--- src/rtl/alu_seq.sv ---
// alu_seq: handshaked execute-stage ALU with registered results.
//
// Single-cycle ops (add/sub/logic/slt/shifts) are computed from the inputs at accept and
// registered, so back-to-back requests give one result per clock. With ALU_MULDIV_EN
// defined, opcodes 1010-1101 (mul, mulhu, divu, remu) run on an iterative radix-2 unit
// that takes DATAWIDTH steps and deasserts in_ready while it works. Without the macro
// those opcodes are single-cycle and return 0.
//
// Ports:
//   clk, rst              clock (rising edge), synchronous active-high reset
//   in_valid / in_ready   request handshake; accept = in_valid && in_ready
//   ALUctrl               4-bit opcode
//   ALUsrc                1: op2 = ImmOp, 0: op2 = regOp2
//   ALUop1, regOp2, ImmOp operands
//   out_valid             one-cycle pulse marking a new ALUout/Eq
//   ALUout, Eq            registered result and op1 == op2 flag (held between pulses)
//   busy                  multicycle operation in progress
module alu_seq #(
  parameter int unsigned DATAWIDTH = 32
) (
  input  logic                 clk,
  input  logic                 rst,
  input  logic                 in_valid,
  output logic                 in_ready,
  input  logic [3:0]           ALUctrl,
  input  logic                 ALUsrc,
  input  logic [DATAWIDTH-1:0] ALUop1,
  input  logic [DATAWIDTH-1:0] regOp2,
  input  logic [DATAWIDTH-1:0] ImmOp,
  output logic                 out_valid,
  output logic [DATAWIDTH-1:0] ALUout,
  output logic                 Eq,
  output logic                 busy
);

  localparam int unsigned ShW  = $clog2(DATAWIDTH);
  localparam int unsigned CntW = $clog2(DATAWIDTH) + 1;

`ifdef ALU_MULDIV_EN
  typedef enum logic [1:0] {StIdle, StBusy, StDone} state_e;
`else
  typedef enum logic [0:0] {StIdle, StDone} state_e;
`endif

  state_e state_q, state_d;

  logic [DATAWIDTH-1:0] out_q, out_d;
  logic                 eq_q, eq_d;

  logic [DATAWIDTH-1:0] op2;
  logic [ShW-1:0]       shamt;
  logic                 accept;
  logic                 eq_now;
  logic [DATAWIDTH-1:0] sc_result;

  assign op2    = ALUsrc ? ImmOp : regOp2;
  assign shamt  = op2[ShW-1:0];
  assign eq_now = (ALUop1 == op2);

  // Single-cycle result, evaluated directly on the accepted inputs.
  always_comb begin
    sc_result = '0;
    case (ALUctrl)
      4'h0:    sc_result = ALUop1 + op2;
      4'h1:    sc_result = ALUop1 - op2;
      4'h2:    sc_result = ALUop1 & op2;
      4'h3:    sc_result = ALUop1 | op2;
      4'h4:    sc_result = ALUop1 ^ op2;
      4'h5:    sc_result = {{(DATAWIDTH-1){1'b0}}, $signed(ALUop1) < $signed(op2)};
      4'h6:    sc_result = {{(DATAWIDTH-1){1'b0}}, ALUop1 < op2};
      4'h7:    sc_result = ALUop1 << shamt;
      4'h8:    sc_result = ALUop1 >> shamt;
      4'h9:    sc_result = $unsigned($signed(ALUop1) >>> shamt);
      default: sc_result = '0;
    endcase
  end

`ifdef ALU_MULDIV_EN
  // Shared 2*DATAWIDTH working register.
  //   mul: {partial product high, remaining multiplier bits}, shifted right each step.
  //   div: {partial remainder, remaining dividend / growing quotient}, shifted left.
  logic [2*DATAWIDTH-1:0] acc_q, acc_d;
  logic [DATAWIDTH-1:0]   opnd_q, opnd_d;   // multiplicand or divisor
  logic [CntW-1:0]        cnt_q, cnt_d;
  logic                   hi_q, hi_d;       // result comes from the upper half
  logic                   div_q, div_d;     // divide step rather than multiply step
  logic                   pend_q, pend_d;   // Eq captured at accept, published at finish

  logic                   is_muldiv;
  logic [DATAWIDTH:0]     mul_sum;
  logic [2*DATAWIDTH-1:0] mul_next;
  logic [DATAWIDTH:0]     div_shift;
  logic [DATAWIDTH-1:0]   div_diff;
  logic                   div_ge;
  logic [2*DATAWIDTH-1:0] div_next;
  logic [2*DATAWIDTH-1:0] step_next;

  assign is_muldiv = (ALUctrl >= 4'hA) && (ALUctrl <= 4'hD);

  assign mul_sum  = {1'b0, acc_q[2*DATAWIDTH-1:DATAWIDTH]} +
                    (acc_q[0] ? {1'b0, opnd_q} : '0);
  assign mul_next = {mul_sum, acc_q[DATAWIDTH-1:1]};

  // Restoring divide; a zero divisor always "fits", which yields all-ones quotient and
  // leaves the dividend in the remainder half.
  assign div_shift = acc_q[2*DATAWIDTH-1:DATAWIDTH-1];
  assign div_ge    = div_shift >= {1'b0, opnd_q};
  assign div_diff  = div_shift[DATAWIDTH-1:0] - opnd_q;
  assign div_next  = div_ge ? {div_diff, acc_q[DATAWIDTH-2:0], 1'b1}
                            : {div_shift[DATAWIDTH-1:0], acc_q[DATAWIDTH-2:0], 1'b0};

  assign step_next = div_q ? div_next : mul_next;

  assign in_ready = (state_q != StBusy);
  assign busy     = (state_q == StBusy);
`else
  assign in_ready = 1'b1;
  assign busy     = 1'b0;
`endif

  assign accept    = in_valid && in_ready;
  assign out_valid = (state_q == StDone);
  assign ALUout    = out_q;
  assign Eq        = eq_q;

  always_comb begin
    state_d = state_q;
    out_d   = out_q;
    eq_d    = eq_q;
`ifdef ALU_MULDIV_EN
    acc_d   = acc_q;
    opnd_d  = opnd_q;
    cnt_d   = cnt_q;
    hi_d    = hi_q;
    div_d   = div_q;
    pend_d  = pend_q;
`endif
    case (state_q)
`ifdef ALU_MULDIV_EN
      StBusy: begin
        acc_d = step_next;
        cnt_d = cnt_q - CntW'(1);
        if (cnt_q == CntW'(1)) begin
          state_d = StDone;
          // mul/divu take the low half, mulhu/remu the high half (opcode bit 0).
          out_d   = hi_q ? step_next[2*DATAWIDTH-1:DATAWIDTH] : step_next[DATAWIDTH-1:0];
          eq_d    = pend_q;
        end
      end
`endif
      default: begin  // StIdle, StDone
        state_d = StIdle;
        if (accept) begin
          state_d = StDone;
          out_d   = sc_result;
          eq_d    = eq_now;
`ifdef ALU_MULDIV_EN
          if (is_muldiv) begin
            state_d = StBusy;
            out_d   = out_q;
            eq_d    = eq_q;
            acc_d   = {{DATAWIDTH{1'b0}}, ALUop1};
            opnd_d  = op2;
            cnt_d   = CntW'(DATAWIDTH);
            hi_d    = ALUctrl[0];
            div_d   = ALUctrl[2];
            pend_d  = eq_now;
          end
`endif
        end
      end
    endcase
  end

  always_ff @(posedge clk) begin
    if (rst) begin
      state_q <= StIdle;
      out_q   <= '0;
      eq_q    <= 1'b0;
`ifdef ALU_MULDIV_EN
      acc_q   <= '0;
      opnd_q  <= '0;
      cnt_q   <= '0;
      hi_q    <= 1'b0;
      div_q   <= 1'b0;
      pend_q  <= 1'b0;
`endif
    end else begin
      state_q <= state_d;
      out_q   <= out_d;
      eq_q    <= eq_d;
`ifdef ALU_MULDIV_EN
      acc_q   <= acc_d;
      opnd_q  <= opnd_d;
      cnt_q   <= cnt_d;
      hi_q    <= hi_d;
      div_q   <= div_d;
      pend_q  <= pend_d;
`endif
    end
  end

endmodule

--- config.mk ---
export PLATFORM = sky130hd
export DESIGN_NAME = alu_seq
export DESIGN_NICKNAME = d
export VERILOG_FILES = /design/src/rtl/alu_seq.sv
export SDC_FILE = /design/constraint.sdc
export NUM_CORES = 1
export LEC_CHECK = 0
export CORE_ASPECT_RATIO = 1.1
export CORE_MARGIN = 1.5
export CORE_UTILIZATION = 50
export CTS_CLUSTER_SIZE = 25
export DETAILED_ROUTE_END_ITERATION = 6
export PLACE_DENSITY = 0.75
export SLEW_MARGIN = 10
export SYNTH_ARGS = -nofsm -noshare
export SYNTH_HDL_FRONTEND = slang
export SYNTH_SLANG_ARGS = --single-unit
--- constraint.sdc ---
create_clock -name clk -period 5.7 [get_ports clk]
set_input_delay 0.855 -clock clk [delete_from_list [all_inputs] [get_ports clk]]
set_output_delay 0.855 -clock clk [all_outputs]
set_load 0.005 [all_outputs]
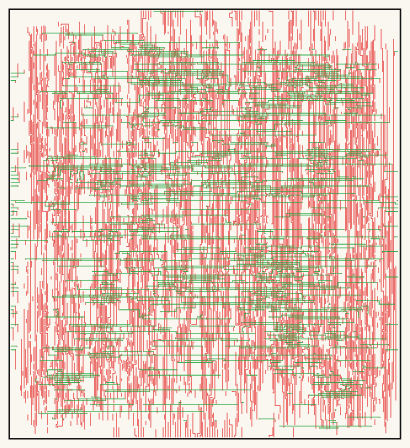
Fig. 1. Wiring by layer (run 1).
Only two layers are drawn.
- M2: red (wire length 23.7 mm)
- M3: green (wire length 7940 um)
Via Count: 14.3k
total track usage: 46.8%
WL final: 56500 um
WL per Instance: 29.0 um

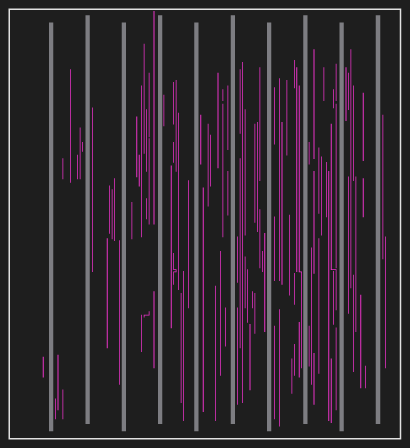
Fig. 2. Metal 4 (run 1).
Supply wires on this layer in gray.
- main direction: vertical
- nets with wire on the layer: 100
- longest straight run: 127 um

==> reports/results.ini, run 1 <==
[sta]
fin_skew_ns=0
hold_viol=0
layout_setup_ws_ns=1.00
max_slew_margin_pct=18.3
min_period_over_period_pct=82.4
hold_ws_ns=0.489
final.setup.tns_ns=0

[setup_path]
slowest_stage=clkdlybuf4s50_1
reg2reg_depth=7
reg2reg_setup_slack_ns=3.12
critical_path_class=in2reg
reg2reg_to=ALUout[26]
critical_path_buf_inv_count=2
start_kind=input port
end_kind=register

[logic_synthesis]
netlist_logic_family_top=AND-OR/OR-AND gates
synthAoiAreaFrac_pct=31.3
largest_area_cell=ha_1
synth_area_um2=11200
synth_flops=34
synth_area_per_cell_um2=7.10
synth-main-ff-cell=dfxtp_1
synthArstFlopShare_pct=0
postSynthSeqShare_pct=6.08
ys_sh_simple_pct=21.3
top_cells_by_area=ha_1, mux2i_1, mux4_2
top_cell=nand2_1
ys_sh_xor_pct=0.391
synthMuxAreaShare_pct=20.9

[pwr]
p_leak_nw=5.31
switching_share_pct=52.8
power_mw=1.96
p_sw_mw=1.04
power.internal_uw=926
powerDensity_nw_per_um2=150
seqPwrFrac_pct=13.2
power_sequential_uw=258
peakVddDrop_uv=125
power.largest_group=combinational logic

[route]
via_per_inst=7.32
dr.pass1.iters=7
ant_nets=0
route.detailed.drc=1

[floorplanning]
core_um2=22000
die_h_um=160
fp_util_pct=50.8

[global_routing]
grt-ovfl-total=0
grt_max_degree=56
grt_pass1_wl_um=83000

[clock_tree]
cts.sink_count=34

[outcome]
violations=DRC
status=finished, violations left

[place]
place_congestion=1.08
io_buffers=137
dp_hpwl_um=44000
pre_cts_slack_ns=0.877

[final_layout]
num-nets-final=1861
area_delta_synth_final_pct=16.7
post-route-util_pct=59.3
layout_top_cell=nand2_1
diodes=0
drive_gt1_share_pct=8.99

[min_path]
min_path_type=reg2reg
whs_endpoint=ALUout[2]

[job]
warnings=92

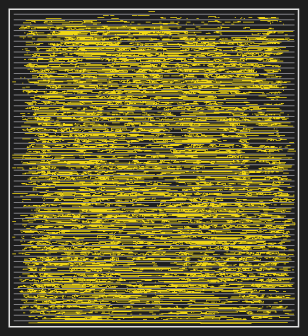
Fig. 3. Met1 routing (run 1).
Supply wires on this layer in gray.
- nets with wire on the layer: 1674
- main direction: horizontal
- longest straight run: 127 um
- wire length on this layer: 21.2 mm
met1 GRT Util: 61.7%

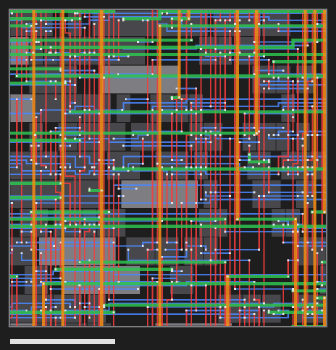
Fig. 4. Layout detail (run 1).
Scale bar: 10 um. Window x 58 to 88, y 65 to 95 um. Cells in gray, sequential cells in the stronger gray; small squares are vias.
- M4: orange
- M2: red
- M3: green
- M1: blue
- netlist names of flops here include: ALUout (4)
- most frequent: nand2_1 (9), buf_4 (8)
- cells with their middle in the window: 73
- sequential cells in the window: 4

-- run 1: layout make-up --
class | instances | area [um2] | share of cell area [%]
clock inverter | 1 | 7.51 | 0.0574
sequential | 34 | 681 | 5.21
multi-input combinational | 1313 | 9600 | 73.4
tap | 295 | 369 | 2.82
timing repair buffer | 203 | 1910 | 14.6
clock buffer | 6 | 129 | 0.986
inverter | 100 | 378 | 2.89
-- run 1: state kept, by name, summed over array words and instances (netlist names) --
name / count
ALUout: 32
Eq: 1
out_valid: 1
-- run 1: routing by layer --
metal | up-vias | global-route usage [%] | wire (um)
met2 | 1202 | 70.9 | 23700
met1 | 6757 | 61.7 | 21200
met5 | - | 0 | 0
met3 | 246 | 11.3 | 7940
li1 | 6086 | - | -
met4 | 0 | 23.3 | 3720
==> inputs of run 2 (changes only) <==
clock period = 4.9 ns   (was 5.7 ns; I/O delays follow)
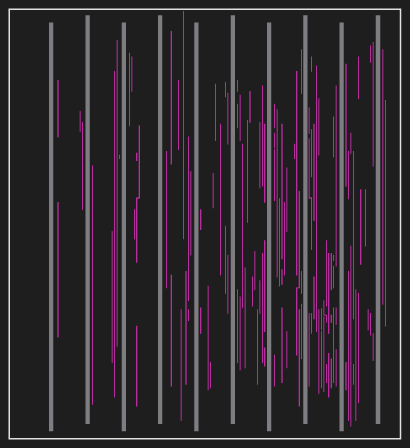
Fig. 5. Metal 4 (run 2).
Supply wires on this layer in gray.
- main direction: vertical
- nets with wire on the layer: 106
WL final: 58100 um
Via Count: 14.3k

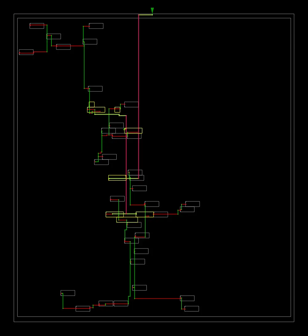
Fig. 6. Clock nets (run 2).
Clock net power: 381 uW
Fin Clk Skew: 0 ns
insertion delay to the later sink of the worst-skew pair: 0.29 ns
total CTS buffers: 5
CTS Sinks: 34

==> run 2 against run 1 <==
  * Combinational power up about 20%
  * First-iteration DRC count up 4.3%
  * Worst hold slack better by 0.030 ns
  * Final area up 2.0%
  * Area after synthesis unchanged
  * Final cell count up 1.7%
  * Total power up 22%
  * Critical path type unchanged
  * Utilization up 1.2 points
  * Non-clock buffer count up 33
  * Sequential share of layout area down 0.10 points
  * Largest power group unchanged
  * The run now ends clean
  * Clock power up 38%
  * Sequential power up 17%
==> reports/results.ini, run 2 <==
[setup_path]
reg2reg_to=ALUout[26]
start_kind=input port
end_kind=register
critical_path_class=in2reg
slowest_stage=o21ai_0
reg2reg_depth=8

[final_layout]
largest_reg_flops=32
drive_gt1_share_pct=10.9
bufAreaShareNonClock_pct=16.0
seq_share_pct=5.11
comb_area_um2=9600
clock_buffers=5
comb_share_pct=72.0
seq_area_um2=681
diodes=0
buffers_excl_clock=236

[logic_synthesis]
synth-main-ff-cell=dfxtp_1
ys_sh_xor_pct=0.391
synthArstFlopShare_pct=0
synth_area_per_cell_um2=7.10
synth_flops=34
synthAoiAreaFrac_pct=31.3
synth_area_um2=11200

[floorplanning]
nWellTaps=295
die_h_um=160
fp_util_pct=50.8

[job]
warnings=92

[outcome]
status=complete, no violations

[place]
dp_hpwl_um=45400
place_congestion=1.07

[global_routing]
use_met3_pct=15.4
grt_busiest_layer=met2
grt-ovfl-total=0
grt_max_degree=52
met1_usage_pct=62.9

[sta]
max_slew_margin_pct=15.2
hold_ws_ns=0.519
layout_setup_ws_ns=0.187
min_period_over_period_pct=96.2
final.setup.tns_ns=0
hold_viol=0

[min_path]
whs_endpoint=Eq

[route]
wirelength_met1_um=21100
dr.pass1.iters=6
wl_met2_um=24400
route.detailed.drc=0

[pwr]
seqPwrFrac_pct=12.6
p_leak_nw=5.47
switching_share_pct=51.5
p_sw_mw=1.23
power.internal_mw=1.16

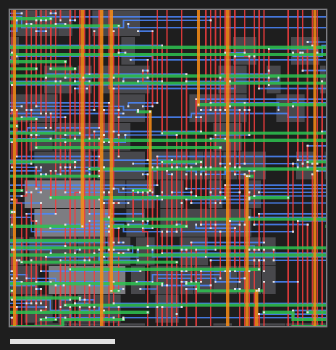
Fig. 7. Layout detail (run 2).
Scale bar: 10 um. Window x 58 to 88, y 65 to 95 um. Cells in gray, sequential cells in the stronger gray; small squares are vias.
- M1: blue
- M3: green
- M4: orange
- M2: red
- cells with their middle in the window: 61
- most frequent: buf_4 (9), nor2_1 (7)
- netlist names of flops here include: ALUout (3)
- sequential cells in the window: 3

==> run 2: netlist changes by cell type in the layout (fill, tap and decap cells not counted) <==
cell and delta:
buf_4 +35, clkinvlp_4 +1, buf_12 -2, clkbuf_1 -1, bufinv_16 +1
==> run 2: power by group through the flow <==
stage | clock [mW] | sequential (mW) | combinational (mW)
global placement | 0 | 0.306 | 1.61
finish | 0.381 | 0.301 | 1.71
floorplan | 0 | 0.302 | 0.999
global route | 0.393 | 0.301 | 1.78
CTS | 0.381 | 0.300 | 1.62
detailed placement | 0 | 0.306 | 1.61
No activity file was given, so power comes from the tool's default toggle rates.
